## config.mk

```make
export PLATFORM = sky130hd
export DESIGN_NAME = delay_tdc_sensor
export DESIGN_NICKNAME = d
export VERILOG_FILES = /design/src/rtl/delay_tdc_pkg.sv /design/src/rtl/delay_tdc_sensor_delay_line.sv /design/src/rtl/delay_tdc_sensor.sv
export SDC_FILE = /design/constraint.sdc
export NUM_CORES = 1
export LEC_CHECK = 0
export ABC_AREA = 0
export ABC_CLOCK_PERIOD_IN_PS = 3170
export CORE_ASPECT_RATIO = 0.8
export CORE_MARGIN = 2
export CORE_UTILIZATION = 50
export CTS_CLUSTER_SIZE = 20
export DETAILED_ROUTE_END_ITERATION = 6
export DONT_BUFFER_PORTS = 1
export PLACE_DENSITY = 0.68
export SYNTH_ARGS = -nofsm -noshare
export SYNTH_HDL_FRONTEND = slang
export SYNTH_SLANG_ARGS = --single-unit
```

## constraint.sdc

```tcl
create_clock -name clk -period 3.17 [get_ports clk]
set_clock_uncertainty 0.2 [all_clocks]
set_input_delay 0.7925 -clock clk [delete_from_list [all_inputs] [get_ports clk]]
set_output_delay 0.7925 -clock clk [all_outputs]
set_load 0.005 [all_outputs]
```

## src/rtl/delay_tdc_pkg.sv

```systemverilog
// Shared types and elaboration helpers for the delay-line TDC sensor.
package delay_tdc_pkg;

  typedef enum logic [2:0] {
    S_IDLE    = 3'd0,
    S_LAUNCH  = 3'd1,
    S_CAPTURE = 3'd2,
    S_ENCODE  = 3'd3,
    S_ACCUM   = 3'd4,
    S_DONE    = 3'd5
  } tdc_state_e;

  // Taps must sit an even number of inversions apart so every tap shares the
  // launch polarity once the edge has passed it.
  localparam int unsigned STAGE_PARITY_MASK = 32'd1;

  function automatic bit stages_are_even(input int unsigned stages);
    return (stages != 0) && ((stages & STAGE_PARITY_MASK) == 0);
  endfunction

endpackage

```

## src/rtl/delay_tdc_sensor_delay_line.sv

```systemverilog
// Kept inverter chain for the TDC. Tap k is the output of stage
// (k+1)*STAGES_PER_TAP-1, so it carries the launch level once the edge arrives.
module tdc_delay_line #(
  parameter int NUM_TAPS       = 64,
  parameter int STAGES_PER_TAP = 2
) (
  input  logic                launch_i,
  output logic [NUM_TAPS-1:0] taps_o
);

  localparam int NUM_STAGES = NUM_TAPS * STAGES_PER_TAP;

  // One separately named net per stage so nothing folds the chain away.
  for (genvar i = 0; i < NUM_STAGES; i++) begin : g_stage
    (* keep = "true" *) logic inv_out;
    if (i == 0) begin : g_first
      assign inv_out = ~launch_i;
    end else begin : g_next
      assign inv_out = ~g_stage[i-1].inv_out;
    end
  end

  // Pick off every STAGES_PER_TAP-th stage as a tap.
  for (genvar k = 0; k < NUM_TAPS; k++) begin : g_tap
    assign taps_o[k] = g_stage[(k+1)*STAGES_PER_TAP-1].inv_out;
  end

endmodule

```

## src/rtl/delay_tdc_sensor.sv

```systemverilog
// Delay-line TDC sensor: launches an edge into the kept inverter chain,
// captures how far it travelled in one clock, encodes the run length and
// accumulates it over num_samples launches.
// Optional bubble detection is built when TDC_BUBBLE_CHECK_EN is defined.
//
// state     | meaning
// ----------+--------------------------------------------------------
// S_IDLE    | waiting for start; accum/tap_count hold last result
// S_LAUNCH  | toggle launch register, edge enters the delay line
// S_CAPTURE | register taps, polarity-corrected so "arrived" = 1
// S_ENCODE  | count contiguous 1s from tap 0 into tap_count
// S_ACCUM   | saturating add into accum, bump sample counter
// S_DONE    | one-cycle done pulse, back to idle
module delay_tdc_sensor
  import delay_tdc_pkg::*;
#(
  parameter int NUM_TAPS       = 64,
  parameter int STAGES_PER_TAP = 2,
  parameter int ACC_W          = 20
) (
  input  logic                            clk,
  input  logic                            rst_n,
  input  logic                            start,
  input  logic [7:0]                      num_samples,
  output logic                            busy,
  output logic                            done,
  output logic [$clog2(NUM_TAPS+1)-1:0]   tap_count,
  output logic [ACC_W-1:0]                accum,
  output logic                            bubble_err
);

  localparam int CNT_W = $clog2(NUM_TAPS+1);

  if (!stages_are_even(STAGES_PER_TAP)) begin : g_bad_stages
    $error("delay_tdc_sensor: STAGES_PER_TAP must be a positive even number");
  end

  tdc_state_e           state_q, state_d;
  logic                 launch_q, launch_d;
  logic [NUM_TAPS-1:0]  sample_q, sample_d;
  logic [CNT_W-1:0]     tap_count_q, tap_count_d;
  logic [ACC_W-1:0]     accum_q, accum_d;
  logic [7:0]           cnt_q, cnt_d;
  logic [7:0]           n_q, n_d;

  logic [NUM_TAPS-1:0]  taps;
  logic [NUM_TAPS-1:0]  arrived;
  logic [CNT_W-1:0]     run_len;
  logic                 run_open;
  logic [ACC_W:0]       acc_sum;
  logic [8:0]           cnt_next;
`ifdef TDC_BUBBLE_CHECK_EN
  logic                 bubble_q, bubble_d, bubble_hit;
`endif

  tdc_delay_line #(
    .NUM_TAPS       (NUM_TAPS),
    .STAGES_PER_TAP (STAGES_PER_TAP)
  ) u_line (
    .launch_i (launch_q),
    .taps_o   (taps)
  );

  // A tap that has caught up with the launch level reads 1.
  assign arrived  = taps ^ {NUM_TAPS{~launch_q}};
  assign acc_sum  = {1'b0, accum_q} + (ACC_W+1)'(tap_count_q);
  assign cnt_next = {1'b0, cnt_q} + 9'd1;

  // Thermometer run length from tap 0; anything after the first 0 is a bubble.
  always_comb begin
    run_len  = '0;
    run_open = 1'b1;
`ifdef TDC_BUBBLE_CHECK_EN
    bubble_hit = 1'b0;
`endif
    for (int i = 0; i < NUM_TAPS; i++) begin
      if (run_open) begin
        if (sample_q[i]) run_len = run_len + CNT_W'(1);
        else             run_open = 1'b0;
      end
`ifdef TDC_BUBBLE_CHECK_EN
      else if (sample_q[i]) bubble_hit = 1'b1;
`endif
    end
  end

  // Next-state and datapath updates for the measurement sequence.
  always_comb begin
    state_d     = state_q;
    launch_d    = launch_q;
    sample_d    = sample_q;
    tap_count_d = tap_count_q;
    accum_d     = accum_q;
    cnt_d       = cnt_q;
    n_d         = n_q;
    unique case (state_q)
      S_IDLE: begin
        if (start) begin
          state_d = S_LAUNCH;
          accum_d = '0;
          cnt_d   = '0;
          n_d     = (num_samples == 8'd0) ? 8'd1 : num_samples;
        end
      end
      S_LAUNCH: begin
        launch_d = ~launch_q;
        state_d  = S_CAPTURE;
      end
      S_CAPTURE: begin
        sample_d = arrived;
        state_d  = S_ENCODE;
      end
      S_ENCODE: begin
        tap_count_d = run_len;
        state_d     = S_ACCUM;
      end
      S_ACCUM: begin
        accum_d = acc_sum[ACC_W] ? {ACC_W{1'b1}} : acc_sum[ACC_W-1:0];
        cnt_d   = cnt_next[7:0];
        state_d = (cnt_next < {1'b0, n_q}) ? S_LAUNCH : S_DONE;
      end
      S_DONE: begin
        state_d = S_IDLE;
      end
      default: begin
        state_d = S_IDLE;
      end
    endcase
  end

  // State and datapath registers.
  always_ff @(posedge clk or negedge rst_n) begin
    if (!rst_n) begin
      state_q     <= S_IDLE;
      launch_q    <= 1'b0;
      sample_q    <= '0;
      tap_count_q <= '0;
      accum_q     <= '0;
      cnt_q       <= '0;
      n_q         <= '0;
    end else begin
      state_q     <= state_d;
      launch_q    <= launch_d;
      sample_q    <= sample_d;
      tap_count_q <= tap_count_d;
      accum_q     <= accum_d;
      cnt_q       <= cnt_d;
      n_q         <= n_d;
    end
  end

`ifdef TDC_BUBBLE_CHECK_EN
  // Sticky bubble flag: cleared by an accepted start, set by a bad capture.
  always_comb begin
    bubble_d = bubble_q;
    if (state_q == S_IDLE && start)                bubble_d = 1'b0;
    else if (state_q == S_ENCODE && bubble_hit)    bubble_d = 1'b1;
  end

  // Bubble flag register.
  always_ff @(posedge clk or negedge rst_n) begin
    if (!rst_n) bubble_q <= 1'b0;
    else        bubble_q <= bubble_d;
  end

  assign bubble_err = bubble_q;
`else
  assign bubble_err = 1'b0;
`endif

  assign busy      = (state_q != S_IDLE);
  assign done      = (state_q == S_DONE);
  assign tap_count = tap_count_q;
  assign accum     = accum_q;

endmodule

```

Run 1, met1 routing:
Scale bar: 20 um. Supply wires on this layer in gray.
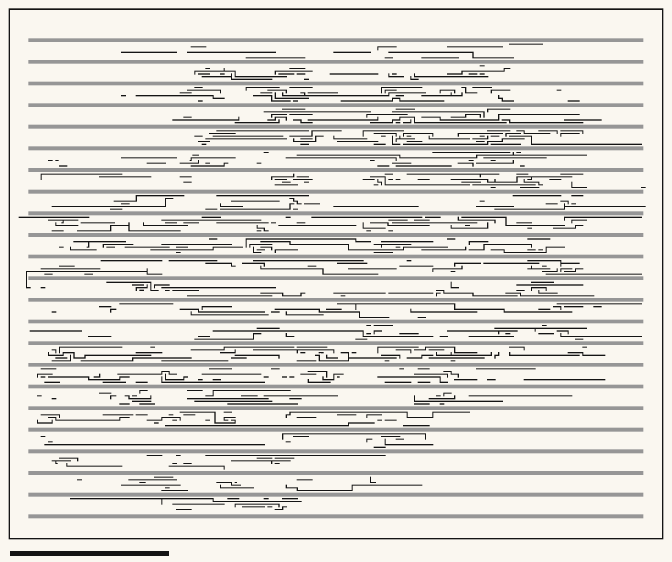
239 nets have wire on it. The layer holds 50% of the routed length.
GRT met1 Usage: 30.9%
Vias: 1747
final wirelength: 4730 um

Run 1, signal wires on met2:
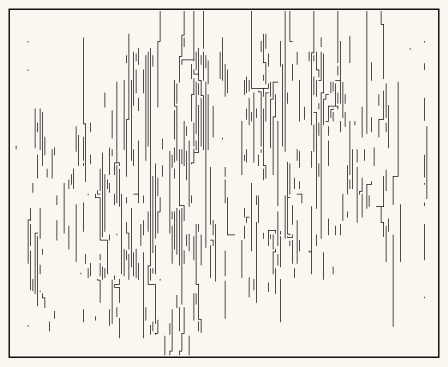
The layer holds 44% of the routed length. The longest straight run is 41.7 um. 207 nets have wire on it. The wires run mostly vertical.
grt met2 use: 26.6%

Run 1, metal 3:
Scale bar: 20 um.
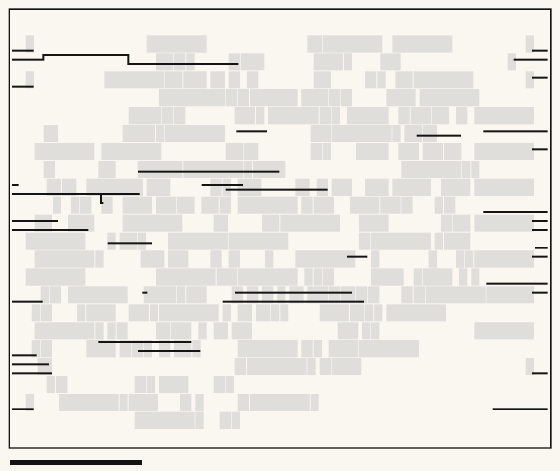
The layer carries 286 um of wire. 35 nets have wire on it. The wires run mostly horizontal.
grt met3 use: 5.05%

==> Slide: Implementation Results, run 1 <==
Run Summary

Global route
  • First-pass GRT wire length: 8010 um
  • Total Routing Usage GR: 19.7%
  • Initial antenna violation count: 0
  • Overflow after GRT: 0
  • Vias in the first global route: 1553
  • Largest net degree at the start of global routing: 42

Floorplan
  • CORE AREA: 4620 um^2
  • Fp_density: 52.5%
  • I/O pins: 41
  • Row count: 22
  • Die H: 66.4 um
  • Die area: 5440 um^2
  • Die width: 81.9 um

STA
  • Final Cycle Share: 74.1%
  • Final Setup Violations: 0
  • Max Slew Vio Count: 0
  • Unrepaired setup endpoints after global routing: false
  • Setup tns final: 0 ns
  • Worst Tran Pin Value: 0.694 ns
  • Fmax: 0.426 GHz
  • Final Hold Vio Count: 0
  • Slew HR: 53.7%
  • Min cycle time layout: 2.35 ns

Power
  • Peak VDD IR: 0.435 mV
  • Total power: 1560 uW
  • Int Pwr: 978 uW
  • PD cells: 621 nW/um^2
  • Sw Ratio: 37.3%
  • Clock power share: 22.7%
  • Leak: 0.00118 uW
  • Sw power: 582 uW
  • Combinational share of power: 30.0%
  • Reg power frac: 47.3%

Layout
  • Util after Layout: 54.3%
  • N_diodes: 0
  • Syn-to-layout area delta: 3.35%
  • Final Cell Area: 2510 um^2
  • Number of fill cells: 408
  • Fin nets: 268
  • Fraction of layout cells with a size suffix above 1: 10.9%

Clock tree
  • H-tree depth: 2
  • Total CTS buffers: 5
  • Skew-Pair Late Insertion Delay: 0.29 ns
  • Clk slew on worst S/H paths: 0.08 ns
  • CTS Buffer Depth: 2
  • Clk sink count: 41
  • Setup Buffers After CTS: 0
  • CTS root buf: clkbuf_8
  • Cts repair resizes: 0
  • CTS tree: built
  • Cts hold-fix bufs: 1

Critical path
  • Path depth of the worst reg2reg path: 9
  • Top delay family on crit path: adder cells
  • Worst Path Class, Setup: register to register
  • R2r setup slk: 0.82 ns
  • Crit path DAT: 2.32 ns
  • Worst path depth: 9
  • Worst Setup End Kind: register
  • Critical Path, Cell by Cell: ha_1 -> and3_1 -> and2_1 -> xor2_1 -> ha_1 -> a21oi_1 -> o21ai_0 -> a21oi_1 -> o211ai_1
  • RR Startpoint: cnt_q[0]$_DFFE_PN0P_
  • Crit-path slowest cell: dfrtp_1
  • CP bufs+invs: 0
  • Crit path to: state_q[2]$_DFFE_PN0P_
  • Setup crit start kind: register
  • Worst EP required: 3.14 ns
  • Critical Path Start: cnt_q[0]$_DFFE_PN0P_
  • R2r endpoint: state_q[2]$_DFFE_PN0P_
  • CP max FO: 6
  • Crit path largest cell delay: 0.43 ns

Yosys
  • Yosys warnings: 0
  • Post-Syn Area: 2430 um^2
  • Synthesized instance count: 249
  • Syn Area/Cell: 9.76 um^2

Run
  • Max Cap Viol: 0
  • Tool warning count: 26

Drt
  • Vias per inst: 5.69
  • Post-route DRC: 0
  • Initial DRT Pass Iterations: 4
  • Routed wire per std cell: 15.4 um
  • DR iter-0 viols: 112
  • Routed Antenna Nets: 0

Outcome
  • Status: complete, no violations

Place
  • Final HPWL DP: 3310 um
  • Number of buffers added on ports: 0
  • Routability cong.: 0.770
  • Post-placement cell area: 2400 um^2

Min path
  • Worst Hold Class: input port to asynchronous set/reset pin
run 1: per-stage QoR:
| step | hold slack (ns) | std cells | setup WS, ns |
|---|---|---|---|
| after global placement | 0.257 | 299 | 0.814 |
| after global routing | 0.145 | 307 | 0.674 |
| final | 0.137 | 307 | 0.821 |
| after CTS | 0.141 | 307 | 0.820 |
| after floorplan | 0.239 | 256 | 1.02 |
| after detailed placement | 0.258 | 299 | 0.799 |
run 1: final cells by class:
type	instances	area [um^2]	share of cell area (%)
Inverter	11	41.3	1.64
Multi-Input combinational cell	185	1250	49.7
Tap cell	60	75.1	2.99
Sequential cell	41	1030	40.9
Clock buffer	7	86.3	3.44
Timing Repair Buffer	3	35.0	1.40
run 1: worst reg2reg max path: stages, from the launching register on:
cell and delay, ns:
dfrtp_1 0.43, ha_1 0.23, and3_1 0.26, and2_1 0.19
xor2_1 0.14, ha_1 0.29, a21oi_1 0.14, o21ai_0 0.08
a21oi_1 0.15, o211ai_1 0.11
run 1: per-layer routing:
layer	global-route usage (%)	wire (um)	up-vias	part of all wire (%)
met5	0	0	-	0
met4	5.00	28	0	0.59
met3	5.05	286	4	6.1
met2	26.6	2070	50	44
met1	30.9	2340	815	50
li1	-	-	878	-
run 1: how the worst min path moves through the flow:
stage | cells after the start | to | startpoint
floorplan | 1 | sample_q[62]$_DFFE_PN0P_ | sample_q[62]$_DFFE_PN0P_
global placement | 1 | sample_q[62]$_DFFE_PN0P_ | sample_q[62]$_DFFE_PN0P_
detailed placement | 1 | sample_q[62]$_DFFE_PN0P_ | sample_q[62]$_DFFE_PN0P_
CTS | 1 | accum[4]$_DFFE_PN0P_ | rst_n
global route | 1 | accum[1]$_DFFE_PN0P_ | rst_n
finish | 1 | accum[4]$_DFFE_PN0P_ | rst_n
run 1: power by group through the flow:
stage | registers, uW | logic (uW) | clock network, uW
after floorplan | 681 | 469 | 0
after global placement | 745 | 449 | 0
after detailed placement | 751 | 459 | 0
after CTS | 739 | 475 | 361
after global routing | 761 | 555 | 386
final | 738 | 468 | 353
run 1: registers in the layout, summed over array words and instances (netlist names):
name and count:
sample_q 1, n_q 8, accum 20, tap_count 1
state_q 3, cnt_q 8
run 1: cell usage in the layout, fill, tap and decap left out, types with 2 or more instances in the layout:
cell type and count:
nand4_1 2, ha_1 10, nand2b_1 2, inv_1 11, nand3_1 20, xor2_1 4, buf_4 2, nor2_1 4
nand3b_1 2, xnor2_1 3, conb_1 8, nand2_1 41, o311ai_0 2, clkbuf_8 6, o211ai_2 4, a21oi_1 11
a41o_1 3, o21ai_0 12, nor3_1 5, o211ai_1 6, o21ai_1 5, o311ai_1 4, and2_1 6, dfrtp_1 41
or3_1 2
Run 1, gate-type map:
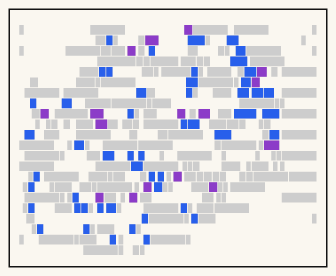

## Run 2: what changed since run 1
--- a/config.mk
+++ b/config.mk
@@ -6,7 +6,7 @@
 export NUM_CORES = 1
 export LEC_CHECK = 0
 export ABC_AREA = 0
-export ABC_CLOCK_PERIOD_IN_PS = 3170
+export ABC_CLOCK_PERIOD_IN_PS = 2120
 export CORE_ASPECT_RATIO = 0.8
 export CORE_MARGIN = 2
 export CORE_UTILIZATION = 50
==> constraint.sdc (replaced) <==
create_clock -name clk -period 2.12 [get_ports clk]
set_clock_uncertainty 0.2 [all_clocks]
set_input_delay 0.53 -clock clk [delete_from_list [all_inputs] [get_ports clk]]
set_output_delay 0.53 -clock clk [all_outputs]
set_load 0.005 [all_outputs]
Run 2, gate-type map:
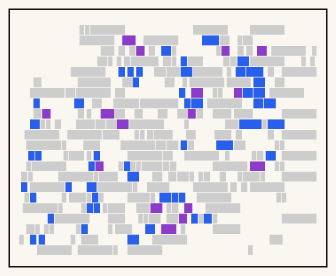
Key: AND and OR gates = purple [cells 16, most used and2_1]; inverting AOI/OAI gates = blue [cells 51, most used o21ai_0]
Comb area share: 48.5%
post-route insts no fill: 321

==> run 2 against run 1 <==
Effect of this change: the run now ends with setup timing left; cell count grew 4.6%; register-to-register slack worse by 0.83 ns; sequential share of layout area down 1.9 points; clock-buffer cell count grew 1.
==> Slide: Implementation Results, run 2 <==
Run Summary

Outcome
  • Status: finished, violations left
  • Failing checks: setup timing

Power
  • Leak: 0.00125 uW (+5.5%)
  • Sw power: 898 uW (+54%)
  • PD cells: 918 nW/um^2 (+48%)
  • Sw Ratio: 37.1% (-0.17 points)
  • Int Pwr: 1520 uW (+55%)
  • Reg power frac: 43.1% (-4.2 points)
  • Combinational share of power: 36.6% (+6.6 points)
  • Clock power share: 20.3% (-2.4 points)
  • Peak VDD IR: 0.697 mV (+60%)

Run
  • Max Cap Viol: 0 (unchanged)
  • Tool warning count: 27 (+3.8%)

Clock tree
  • CTS Buffer Depth: 2 (unchanged)
  • Clk sink count: 41 (unchanged)
  • Total CTS buffers: 5 (unchanged)
  • H-tree depth: 2 (unchanged)
  • Setup Buffers After CTS: 0 (unchanged)
  • CTS tree: built
  • Skew-Pair Late Insertion Delay: 0.28 ns (about the same)
  • CTS root buf: clkbuf_8
  • Clk slew on worst S/H paths: 0.08 ns (about the same)

Place
  • Placed insts: 311 (+4.0%)
  • Worst slack at placement: -0.0320 ns (-0.831 ns)
  • Routability cong.: 0.802 (+4.2%)
  • Final HPWL DP: 3510 um (+6.2%)
  • Number of buffers added on ports: 0 (unchanged)

STA
  • Unrepaired setup endpoints after global routing: true
  • Fin worst setup slack: -0.00533 ns (-0.826 ns)
  • Final Hold Vio Count: 0 (unchanged)
  • Final Cycle Share: 100% (+26 points)
  • Min cycle time layout: 2.13 ns (-0.224 ns)
  • Fmax: 0.471 GHz (+11%)
  • Final Setup Violations: 1 (+1)
  • Max Slew Vio Count: 0 (unchanged)

Yosys
  • Syn Area/Cell: 9.76 um^2 (unchanged)
  • Synthesized instance count: 249 (unchanged)
  • Yosys warnings: 0 (unchanged)
  • Post-Syn Area: 2430 um^2 (unchanged)

Drt
  • Routed wire per std cell: 15.6 um (+1.4%)
  • Vias per inst: 5.75 (+1.1%)
  • Routed Antenna Nets: 0 (unchanged)
  • Post-route DRC: 0 (unchanged)
  • Initial DRT Pass Iterations: 4 (unchanged)
  • DR iter-0 viols: 144 (+29%)
  • Final wirelength: 5010 um (+6.0%)

Critical path
  • Crit-path slowest cell: dfrtp_1
  • Worst EP required: 2.09 ns (-1.05 ns)
  • Setup crit start kind: register
  • RR Startpoint: cnt_q[0]$_DFFE_PN0P_
  • Crit path largest cell delay: 0.38 ns (-0.05 ns)
  • Worst Setup End Kind: register
  • Critical Path Start: cnt_q[0]$_DFFE_PN0P_
  • CP max FO: 4 (-2)
  • Critical Path, Cell by Cell: ha_2 -> and3_4 -> and2_4 -> xor2_2 -> ha_1 -> a21oi_2 -> o21ai_1 -> a21oi_1 -> o211ai_1
  • Worst Path Class, Setup: register to register
  • Crit path DAT: 2.09 ns (-0.23 ns)

Floorplan
  • Fp_density: 52.5% (unchanged)
  • Die width: 81.9 um (unchanged)
  • Die area: 5440 um^2 (unchanged)
  • CORE AREA: 4620 um^2 (unchanged)
  • Row count: 22 (unchanged)
  • I/O pins: 41 (unchanged)
  • Die H: 66.4 um (unchanged)

Global route
  • Total Routing Usage GR: 20.7% (+0.99 points)
  • Vias in the first global route: 1785 (+15%)
  • Overflow after GRT: 0 (unchanged)
  • Largest net degree at the start of global routing: 42 (unchanged)
  • Initial antenna violation count: 0 (unchanged)
  • First-pass GRT wire length: 8600 um (+7.4%)

Layout
  • Fraction of layout cells with a size suffix above 1: 16.9% (+5.9 points)
  • N_diodes: 0 (unchanged)
  • Syn-to-layout area delta: 8.39%
  • Max reg flops: 20 (unchanged)
  • Fin nets: 281 (+4.9%)
  • Top Layout Cells: nand2_1 (41), dfrtp_1 (41), nand3_1 (20)

Min path
  • Worst Hold Class: input port to register
  • Start point of the worst hold path: num_samples[7]
Run 2, met1 routing:
Scale bar: 20 um. Supply wires on this layer in gray.
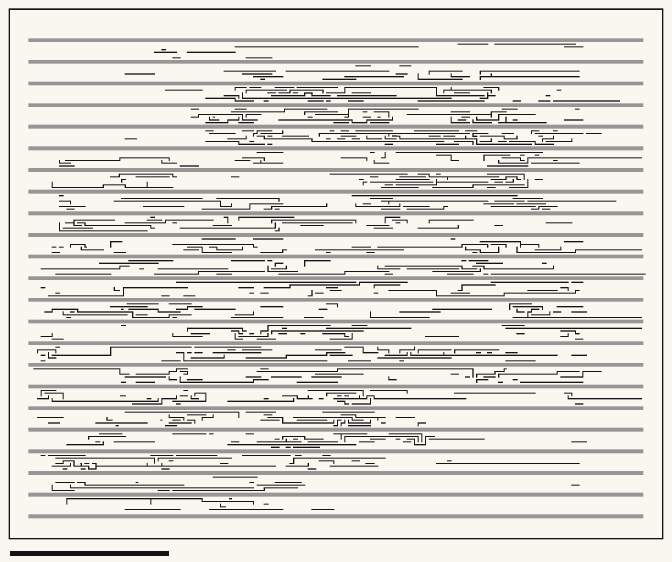
The wires run mostly horizontal. The layer carries 2520 um of wire. The layer holds 50% of the routed length.
Vias: 1847
GRT met1 Usage: 30.6%

[run 2: path summary, 6_finish.rpt]
check	cells after the start	slack, ns	endpoint
setup / recovery	9	-0.005	state_q[2]$_DFFE_PN0P_
hold / removal	2	0.16	n_q[7]$_DFFE_PN0P_
setup reg to reg	9	-0.005	state_q[2]$_DFFE_PN0P_
hold reg to reg	1	0.29	sample_q[62]$_DFFE_PN0P_
max in group asynchronous	2	1.00	accum[16]$_DFFE_PN0P_
min in group asynchronous	2	0.51	cnt_q[5]$_DFFE_PN0P_
[run 2: worst max-delay path, delay by kind of cell (launching register included)]
| kind | cells | cell delay (ns) |
|---|---|---|
| xor+xnor | 1 | 0.14 |
| compound gates | 4 | 0.44 |
| fa+ha+maj | 2 | 0.50 |
| flops | 1 | 0.38 |
| simple gates | 2 | 0.35 |
[run 2: power groups by stage]
stage               Combinational (uW)  Sequential (uW)  Clock, uW
floorplan                          701             1020          0
global placement                   829             1050          0
detailed placement                 855             1060          0
CTS                                885             1040        504
global route                      1010             1060        541
finish                             885             1040        490
[run 2: what timing repair did]
item | CTS | global route
hold endpoints to repair | 41 | 0
endpoints found under the setup margin | 1 | 1
pin swaps | 2 | 1
gates resized | 3 | 3
hold buffers | 2 | 0
[run 2: final cells by class]
type | count | area (um^2)
Tap cell | 60 | 75.1
Multi-Input combinational cell | 185 | 1280
Clock buffer | 8 | 80.1
Sequential cell | 41 | 1030
Inverter | 11 | 41.3
Timing Repair Buffer | 16 | 135
Fill cell | 402 | 1990
[run 2: routing by layer]
| layer | wire length [um] | GRT usage (%) | vias up |
|---|---|---|---|
| met5 | 0 | 0 | - |
| met4 | 34 | 4.17 | 0 |
| met3 | 331 | 7.38 | 4 |
| met2 | 2130 | 29.1 | 53 |
| met1 | 2520 | 30.6 | 890 |
| li1 | - | - | 900 |
[run 2: through the flow]
step	hold WS [ns]	utilization, %	area [um^2]	TNS, ns	power, uW
after floorplan	0.0344	-	2460	0	1720
after global placement	0.0360	54.1	2500	0	1880
after detailed placement	0.0356	54.1	2500	-0.0320	1910
after CTS	0.155	56.5	2620	0	2430
after global routing	0.158	57.0	2630	-0.0933	2620
final	0.159	57.0	2630	-0.00533	2420
Power is estimated from default activity; no workload was simulated.
